[config.mk]
export PLATFORM = sky130hd
export DESIGN_NAME = specific_counter_ctrl
export DESIGN_NICKNAME = d
export VERILOG_FILES = /design/src/rtl/specific_counter_ctrl.sv
export SDC_FILE = /design/constraint.sdc
export NUM_CORES = 1
export LEC_CHECK = 0
export CAP_MARGIN = 30
export CORE_UTILIZATION = 25
export DETAILED_ROUTE_END_ITERATION = 10
export GPL_ROUTABILITY_DRIVEN = 0
export HOLD_SLACK_MARGIN = 0.06
export REMOVE_ABC_BUFFERS = 1
export SYNTH_ARGS = -nofsm -noshare
export SYNTH_HDL_FRONTEND = slang
export SYNTH_SLANG_ARGS = --single-unit
[constraint.sdc]
create_clock -name clk -period 1.6 [get_ports clk]
set_input_delay 0.32 -clock clk [delete_from_list [all_inputs] [get_ports clk]]
set_output_delay 0.32 -clock clk [all_outputs]
set_load 0.005 [all_outputs]
[src/rtl/specific_counter_ctrl.sv]
// specific_counter_ctrl
// Burst sequencer for the 3-bit specific-sequence counter. A start command
// optionally clears the counter for one cycle, then holds the counter enable
// high for exactly the programmed number of cycles. The burst can be paused
// or aborted, and a one-cycle done pulse marks normal completion.
//
// Command semantics (there is no valid/ready pair on this block):
//   - start is a strobe that is only looked at in IDLE or DONE. In CLEAR, RUN
//     and HOLD it is ignored, along with steps and clear_first. Keeping start
//     high through the DONE cycle launches the next burst with no IDLE gap.
//   - pause and abort are levels. They only act in CLEAR, RUN and HOLD.
//   - Priority is reset > abort > pause > normal sequencing.
module specific_counter_ctrl #(
    parameter int STEP_W = 4
) (
    input  logic              clk,
    input  logic              reset,
    input  logic              start,
    input  logic              clear_first,
    input  logic [STEP_W-1:0] steps,
    input  logic              pause,
    input  logic              abort,
    output logic              cnt_enable,
    output logic              cnt_reset,
    output logic              busy,
    output logic              done,
    output logic [STEP_W-1:0] steps_left,
    output logic [2:0]        state_dbg
);

    typedef enum logic [2:0] {
        IDLE  = 3'd0,
        CLEAR = 3'd1,
        RUN   = 3'd2,
        HOLD  = 3'd3,
        DONE  = 3'd4
    } state_t;

    state_t            state;
    state_t            state_nxt;
    logic [STEP_W-1:0] steps_left_nxt;
    logic              run_step;

    // A real counting cycle: RUN with nothing holding it back. The counter
    // enable and the steps_left decrement both come from this one term so the
    // two can never disagree.
    assign run_step = (state == RUN) && !pause && !abort && !reset;

    // State and remaining-step register; reset returns to IDLE with nothing left.
    always_ff @(posedge clk) begin
        if (reset) begin
            state      <= IDLE;
            steps_left <= '0;
        end else begin
            state      <= state_nxt;
            steps_left <= steps_left_nxt;
        end
    end

    // Next-state and steps_left update.
    always_comb begin
        state_nxt      = state;
        steps_left_nxt = steps_left;
        case (state)
            IDLE, DONE: begin
                if (start) begin
                    steps_left_nxt = steps;
                    if (clear_first) begin
                        state_nxt = CLEAR;
                    end else if (steps != '0) begin
                        state_nxt = RUN;
                    end else begin
                        state_nxt = DONE;
                    end
                end else if (state == DONE) begin
                    state_nxt = IDLE;
                end
            end
            CLEAR: begin
                if (abort) begin
                    state_nxt      = IDLE;
                    steps_left_nxt = '0;
                end else if (steps_left != '0) begin
                    state_nxt = RUN;
                end else begin
                    state_nxt = DONE;
                end
            end
            RUN: begin
                if (abort) begin
                    state_nxt      = IDLE;
                    steps_left_nxt = '0;
                end else if (pause) begin
                    // No decrement: the enable is low in this cycle.
                    state_nxt = HOLD;
                end else begin
                    if (steps_left != '0) begin
                        steps_left_nxt = steps_left - 1'b1;
                    end
                    // Last step (or a defensive zero) finishes the burst.
                    if (steps_left <= STEP_W'(1)) begin
                        state_nxt = DONE;
                    end
                end
            end
            HOLD: begin
                if (abort) begin
                    state_nxt      = IDLE;
                    steps_left_nxt = '0;
                end else if (!pause) begin
                    // The cycle spent here after pause drops is the idle gap
                    // before counting resumes.
                    state_nxt = RUN;
                end
            end
            default: begin
                state_nxt      = IDLE;
                steps_left_nxt = '0;
            end
        endcase
    end

    // Moore outputs, plus the pause/abort gating on the enable and the
    // system reset folded into the counter reset.
    always_comb begin
        cnt_enable = run_step;
        cnt_reset  = (state == CLEAR) || reset;
        busy       = (state == CLEAR) || (state == RUN) || (state == HOLD);
        done       = (state == DONE);
        state_dbg  = state;
    end

endmodule

==> reports/qor.yml <==
mux_share_pct: 0
yosys_warnings: 0
worst_setup_path_startpoint: "state_dbg[2]$_SDFFE_PP0P_"
worst_r2r_endpoint: "steps_left[0]$_SDFFE_PP0P_"
design_area_um2: 968
status: "complete, but fails checks"
die_w_um: 48.6
netlist_logic_family_top: "simple AND/OR/NAND/NOR gates"
startpoint_of_the_most_critical_hold_path: "steps_left[2]$_SDFFE_PP0P_"
cts-root-to-sink-buffers: 2
max_clock_freq_mhz: 579
post-cts-setup-buffers: 2
timing.hold.worst_path_depth: 2
violations: "setup timing"
dominant-cell-class: "multi-input combinational cells"
finalSetupViolations: 3
worst_slack_ps: -129
finalHoldWorstSlack_ps: 533
synth-adder-area-share_pct: 4.61
area.share.combinational_pct: 44.1
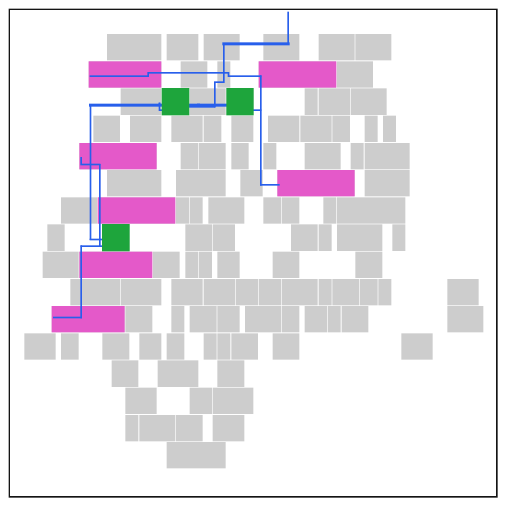
Fig. 1. Clock distribution.
(10 px per µm)
[green] cells driving clock nets | count: 3
[magenta] flip-flops | count: 7
[blue] clock wires | length: 113 µm
routed clock nets	4

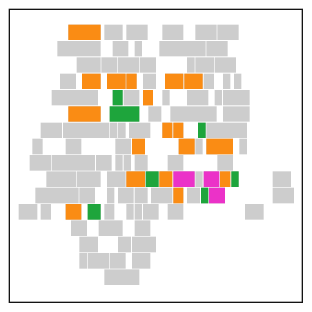
Fig. 2. Gate-type map.
(6 px per µm)
colour	family	cells
green	NAND gates	7
magenta	AND-OR and OR-AND gates	3
orange	inverting AOI/OAI gates	18

